==> src/rtl/br_pkg.sv <==
// Shared branch-resolution types: op codes, 2-bit counter encodings, resolver states.
// Optional BHT is enabled by defining BRANCH_BHT_EN.
package br_pkg;

    localparam logic [2:0] BR_NONE = 3'd0;
    localparam logic [2:0] BR_EQ   = 3'd1;
    localparam logic [2:0] BR_NE   = 3'd2;
    localparam logic [2:0] BR_LT   = 3'd3;
    localparam logic [2:0] BR_GE   = 3'd4;
    localparam logic [2:0] BR_LTU  = 3'd5;
    localparam logic [2:0] BR_GEU  = 3'd6;

    localparam logic [1:0] SNT = 2'd0;
    localparam logic [1:0] WNT = 2'd1;
    localparam logic [1:0] WT  = 2'd2;
    localparam logic [1:0] ST  = 2'd3;

    typedef enum logic [1:0] {
        IDLE,
        REDIRECT,
        SQUASH
    } br_state_e;

    function automatic logic [1:0] cnt_update(input logic [1:0] cnt,
                                              input logic taken);
        logic [1:0] nxt;
        nxt = cnt;
        if (taken && cnt != ST) nxt = cnt + 2'd1;
        if (!taken && cnt != SNT) nxt = cnt - 2'd1;
        return nxt;
    endfunction

endpackage

==> src/rtl/branch_resolve_unit_bht.sv <==
// 2-bit saturating-counter branch history table.
// Combinational read returns the stored (pre-update) value; one write port.
module bht_2bit
    import br_pkg::*;
#(
    parameter int ENTRIES = 64,
    localparam int IDX = $clog2(ENTRIES)
) (
    input  logic           clk,
    input  logic           rst,
    input  logic [IDX-1:0] rd_idx,
    output logic [1:0]     rd_cnt,
    input  logic           wr_en,
    input  logic [IDX-1:0] wr_idx,
    input  logic           wr_taken
);

    logic [1:0] mem_q [ENTRIES];
    logic [1:0] mem_d [ENTRIES];

    assign rd_cnt = mem_q[rd_idx];

    always_comb begin
        mem_d = mem_q;
        if (wr_en) mem_d[wr_idx] = cnt_update(mem_q[wr_idx], wr_taken);
    end

    always_ff @(posedge clk) begin
        if (rst) begin
            for (int i = 0; i < ENTRIES; i++) mem_q[i] <= WNT;
        end else begin
            mem_q <= mem_d;
        end
    end

endmodule

==> src/rtl/branch_resolve_unit.sv <==
// EX-stage branch resolver: mispredict redirect/flush, wrong-path squash, BHT training.
// Define BRANCH_BHT_EN for a dynamic BHT; otherwise IF predicts static not-taken.
module branch_resolve_unit
    import br_pkg::*;
#(
    parameter int XLEN        = 64,
    parameter int BHT_ENTRIES = 64,
    parameter int CNT_W       = 32
) (
    input  logic            clk,
    input  logic            rst,
    input  logic            ex_valid,
    input  logic            ex_stall,
    input  logic [3:0]      ex_br_taken,
    input  logic [XLEN-1:0] ex_pc,
    input  logic [XLEN-1:0] ex_target,
    input  logic            ex_pred_taken,
    input  logic [XLEN-1:0] if_pc,
    output logic            if_pred_taken,
    output logic            redirect_valid,
    output logic [XLEN-1:0] redirect_pc,
    output logic            flush,
    output logic [CNT_W-1:0] mispred_cnt
);

    localparam int IDX = $clog2(BHT_ENTRIES);

    br_state_e       state_q, state_d;
    logic            redirect_valid_q, redirect_valid_d;
    logic            flush_q, flush_d;
    logic [XLEN-1:0] redirect_pc_q, redirect_pc_d;
    logic [CNT_W-1:0] cnt_q, cnt_d;

    logic [2:0] op;
    logic       is_br;
    logic       squash;
    logic       resolve;
    logic       actual;
    logic       mispredict;

    assign op      = ex_br_taken[2:0];
    assign actual  = ex_br_taken[3];
    assign is_br   = op inside {BR_EQ, BR_NE, BR_LT, BR_GE, BR_LTU, BR_GEU};
    // The slot seen while a redirect is in flight is wrong-path.
    assign squash  = (state_q == REDIRECT) || (state_q == SQUASH);
    assign resolve = ex_valid && !ex_stall && is_br && !squash;
    assign mispredict = resolve && (actual != ex_pred_taken);

`ifdef BRANCH_BHT_EN
    logic [1:0] bht_cnt;
    logic       unused_pc;

    bht_2bit #(
        .ENTRIES (BHT_ENTRIES)
    ) u_bht (
        .clk      (clk),
        .rst      (rst),
        .rd_idx   (if_pc[IDX+1:2]),
        .rd_cnt   (bht_cnt),
        .wr_en    (resolve),
        .wr_idx   (ex_pc[IDX+1:2]),
        .wr_taken (actual)
    );

    assign if_pred_taken = bht_cnt[1];
    assign unused_pc = ^{if_pc[XLEN-1:IDX+2], if_pc[1:0]};
`else
    logic unused_pc;
    assign if_pred_taken = 1'b0;
    assign unused_pc = ^if_pc;
`endif

    always_comb begin
        state_d          = state_q;
        redirect_valid_d = mispredict;
        flush_d          = mispredict;
        redirect_pc_d    = redirect_pc_q;
        cnt_d            = cnt_q;
        if (mispredict) begin
            redirect_pc_d = actual ? ex_target : ex_pc + XLEN'(4);
            if (cnt_q != '1) cnt_d = cnt_q + CNT_W'(1);
        end
        unique case (state_q)
            IDLE:     state_d = mispredict ? REDIRECT : IDLE;
            REDIRECT: state_d = ex_stall ? SQUASH : IDLE;
            SQUASH:   state_d = ex_stall ? SQUASH : IDLE;
            default:  state_d = IDLE;
        endcase
    end

    always_ff @(posedge clk) begin
        if (rst) begin
            state_q          <= IDLE;
            redirect_valid_q <= 1'b0;
            flush_q          <= 1'b0;
            redirect_pc_q    <= '0;
            cnt_q            <= '0;
        end else begin
            state_q          <= state_d;
            redirect_valid_q <= redirect_valid_d;
            flush_q          <= flush_d;
            redirect_pc_q    <= redirect_pc_d;
            cnt_q            <= cnt_d;
        end
    end

    assign redirect_valid = redirect_valid_q;
    assign flush          = flush_q;
    assign redirect_pc    = redirect_pc_q;
    assign mispred_cnt    = cnt_q;

endmodule

==> config.mk <==
export PLATFORM = sky130hd
export DESIGN_NAME = branch_resolve_unit
export DESIGN_NICKNAME = d
export VERILOG_FILES = /design/src/rtl/br_pkg.sv /design/src/rtl/branch_resolve_unit_bht.sv /design/src/rtl/branch_resolve_unit.sv
export SDC_FILE = /design/constraint.sdc
export NUM_CORES = 1
export LEC_CHECK = 0
export ABC_AREA = 1
export CORE_AREA = 2 2 125 127
export CTS_BUF_LIST = sky130_fd_sc_hd__clkbuf_2
export CTS_CLUSTER_DIAMETER = 120
export DETAILED_ROUTE_END_ITERATION = 10
export DIE_AREA = 0 0 127 129
export HOLD_SLACK_MARGIN = 0.1
export PLACE_DENSITY = 0.88
export REMOVE_ABC_BUFFERS = 1
export SYNTH_ARGS = -nofsm -noshare
export SYNTH_HDL_FRONTEND = slang
export SYNTH_SLANG_ARGS = --single-unit
==> constraint.sdc <==
create_clock -name clk -period 4.6 [get_ports clk]
set_clock_uncertainty 0.05 [all_clocks]
set_input_delay 0.69 -clock clk [delete_from_list [all_inputs] [get_ports clk]]
set_output_delay 0.69 -clock clk [all_outputs]
set_load 0.1 [all_outputs]
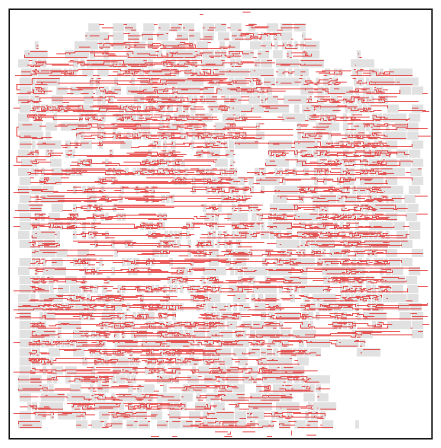
run_1/layer_met1.png
nets with wire on the layer	1371
main direction	horizontal
longest straight run	50.6 um
share of all routed wire	42%

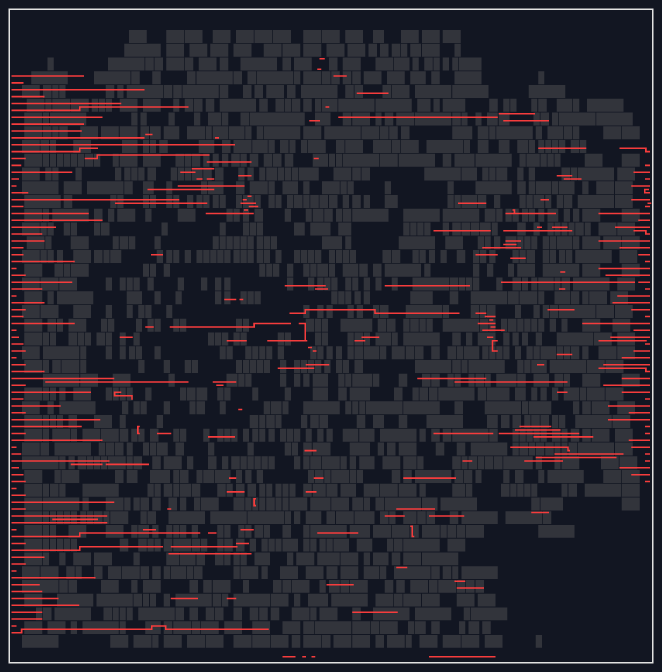
run_1/layer_met3.png
longest straight run	43.9 um
nets with wire on the layer	219
share of all routed wire	7.3%
wire length on this layer	1800 um

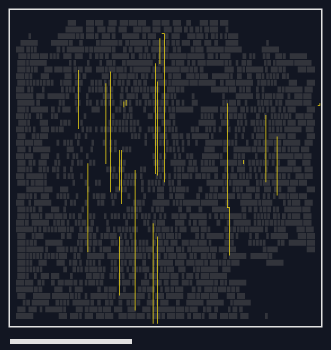
run_1/layer_met4.png
The bar under the picture is 50 um long.
share of all routed wire	2.5%
nets with wire on the layer	18

[run 1: cell families after synthesis]
logic type	count (synthesis)	share of synthesized area
AOI/OAI and AO/OA	186	0.135
xor gates and xnor gates	46	0.0568
adders and majority gates	4	0.00706
buffers and inverters	141	0.0840
DFF	99	0.279
other	1	0.000529
and+or+nand+nor	705	0.437
[run 1: metrics by stage]
step           std cells  cell area [um2]
6_report            1582             9600
5_1_grt             1582             9600
4_1_cts             1581             9600
3_5_place_dp        1565             9480
3_3_place_gp        1565             9480
2_1_floorplan       1137             6860
[run 1: power breakdown]
group,switching (W),total [W],internal (W)
logic,0.000426,0.000639,0.000213
registers,0.0000169,0.000908,0.000891
clock network,0.000329,0.000460,0.000131
==> run notes, run 1 <==
fresh numbers from the pnr run: Commonest Layout Cell nand2_1, Tcrit/Tclk final 0.674, met2 Usage GRT 0.536, combinational share of cell area 0.470, WL final about 25 mm, metal3 WL approximately 1.8 mm, RSZ-0062 raised after global routing no, Synth Area per Inst between 5 and 6 um2, Gate Area roughly 4500 um2, HPWL after DPL about 20 mm, status completed, Netlist cell types approximately 40, register area 1980 um2, Worst R2R Path Depth 12, vias between 8k and 9k, # Taps about 190, most common cell in the netlist nand2_1, Max Cap Violations 0, NonClk Buf Share 0.248, uppermost routed layer met4, hold path depth 2, Final Net Count around 1.6k, flop share of the area 0.206, Leakage Power around 3.8 nW, input/output buffers about 230, worst hold path class flip-flop to flip-flop, Fmax between 0.3 and 0.4 GHz, Clock buffer cells 9, hold buffer count at cts 0, YS chip area between 7000 and 8000 um2, Via density roughly 5.3, final hold violations 0, Worst Setup SP mispred_cnt[21], Filler cells ~1.4k, setup TNS 0 ns, Die Width 127 um, met2 routed WL 11.9 mm, CP endpoint kind output pin, gr busiest metal met2, largest fanout on the critical path 8, Top cells excl fill/tap 346 x nand2_1, 232 x clkdlybuf4s50_1, 204 x nor2_1, largest net degree at the start of global routing roughly 88, FF-to-FF End mispred_cnt[31], final setup fails 0, yosys warning tally 0, Initial Utilization 0.474, WL/cell 15.7 um, Synth area leader dfxtp_1, Final min period a little over 3 ns
## Run 2: what changed since run 1
CORE_AREA = 2 2 137 139   (was 2 2 125 127)
DIE_AREA = 0 0 139 141   (was 0 0 127 129)
PLACE_DENSITY = 0.78   (was 0.88)
clock period = 2.7 ns   (was 4.6 ns; I/O delays follow)
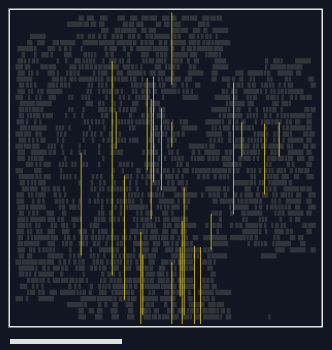
run_2/layer_met4.png
The bar under the picture is 50 um long.
wire length on this layer	854 um
main direction	vertical
longest straight run	95.2 um
nets with wire on the layer	21
share of all routed wire	3.4%

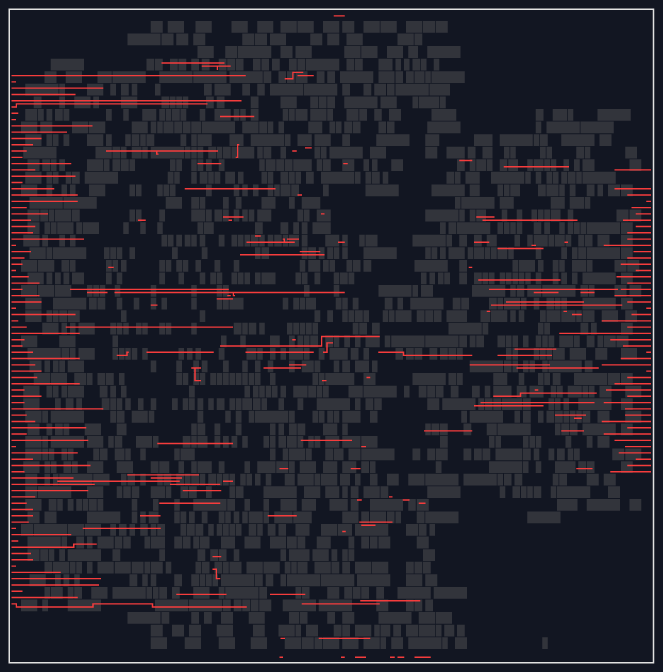
run_2/layer_met3.png
share of all routed wire	7.8%
longest straight run	50.4 um
nets with wire on the layer	201

==> run notes, run 2 <==
fresh numbers from the pnr run: Synth area leader dfxtp_1 (unchanged), Worst Setup SP mispred_cnt[0] (was mispred_cnt[21]), vias in the first global route 7779 (was 7934), Synth Area per Inst 6.00 um2 (unchanged), dpl cells 1613 (was 1565), Netlist cell types 40 (unchanged), CTS resizes 0 (unchanged), combinational share of cell area 0.479 (was 0.470), WL/cell 15.5 um (was 15.7 um), most common cell in the netlist nand2_1 (unchanged), Final Net Count 1595 (was 1593), largest net degree at the start of global routing 88 (unchanged), HPWL after DPL 20.2 mm (was 19.7 mm), input/output buffers 234 (unchanged), Tcrit/Tclk final 0.851, Leakage Power 4.03 nW (was 3.83 nW), # Taps 234 (was 188), Top cells excl fill/tap 346 x nand2_1, 204 x nor2_1, 134 x clkdlybuf4s50_1 (was 346 x nand2_1, 232 x clkdlybuf4s50_1, 204 x nor2_1), initial antenna violation count 1 (unchanged), WL final 25.2 mm (was 24.8 mm), htree depth 3 (unchanged), NonClk Buf Share 0.231 (was 0.248), final hold violations 0 (unchanged), Gate Area 4510 um2 (unchanged), flop share of the area 0.210 (was 0.206), Commonest Layout Cell nand2_1 (unchanged), post-route insts no fill 1630 (was 1582), Initial Utilization 0.388 (was 0.474), worst hold path class input pin to flip-flop (was flip-flop to flip-flop), Worst R2R Path Depth 11 (was 12), dpl cell area 9330 um2 (was 9480 um2), Fmax between 0.4 and 0.5 GHz, status completed (unchanged), CP endpoint kind flip-flop (was output pin), register area 1980 um2 (unchanged), Filler cells 1907 (was 1368), Final min period around 2.3 ns, final setup fails 0 (unchanged), FF-to-FF End mispred_cnt[18] (was mispred_cnt[31]), Clock buffer cells 10 (was 9), largest fanout on the critical path 32 (was 8), RSZ-0062 raised after global routing no (unchanged), setup TNS 0 ns (unchanged), YS chip area 7090 um2 (unchanged), Via density 5.08 (was 5.32), Max Cap Violations 0 (unchanged), clk sinks 99 (unchanged), Die Width 139 um (was 127 um), hold buffer count at cts 0 (unchanged), fin area 9420 um2 (was 9600 um2)
## run 2: cell families after synthesis
logic type,synth area share
xor gates and xnor gates,0.0568
other,0.000529
adders and majority gates,0.00706
AOI/OAI and AO/OA,0.135
buffers and inverters,0.0840
and+or+nand+nor,0.437
DFF,0.279
## run 2: metal layers
layer / vias up / GRT usage / wire length, um
li1: 4219 / - / -
met1: 3698 / 0.315 / 10600
met2: 317 / 0.430 / 11800
met3: 51 / 0.0560 / 1970
met4: 0 / 0.103 / 854
met5: - / 0 / 0
## run 2: power by group
group	leakage, nW	internal (W)	total (W)	switching, W
logic	3.16	0.000349	0.00108	0.000729
registers	0.803	0.00152	0.00155	0.0000298
clock network	0.0621	0.000126	0.000691	0.000565
Power figures rest on the tool's default switching activity, not on a simulated workload.
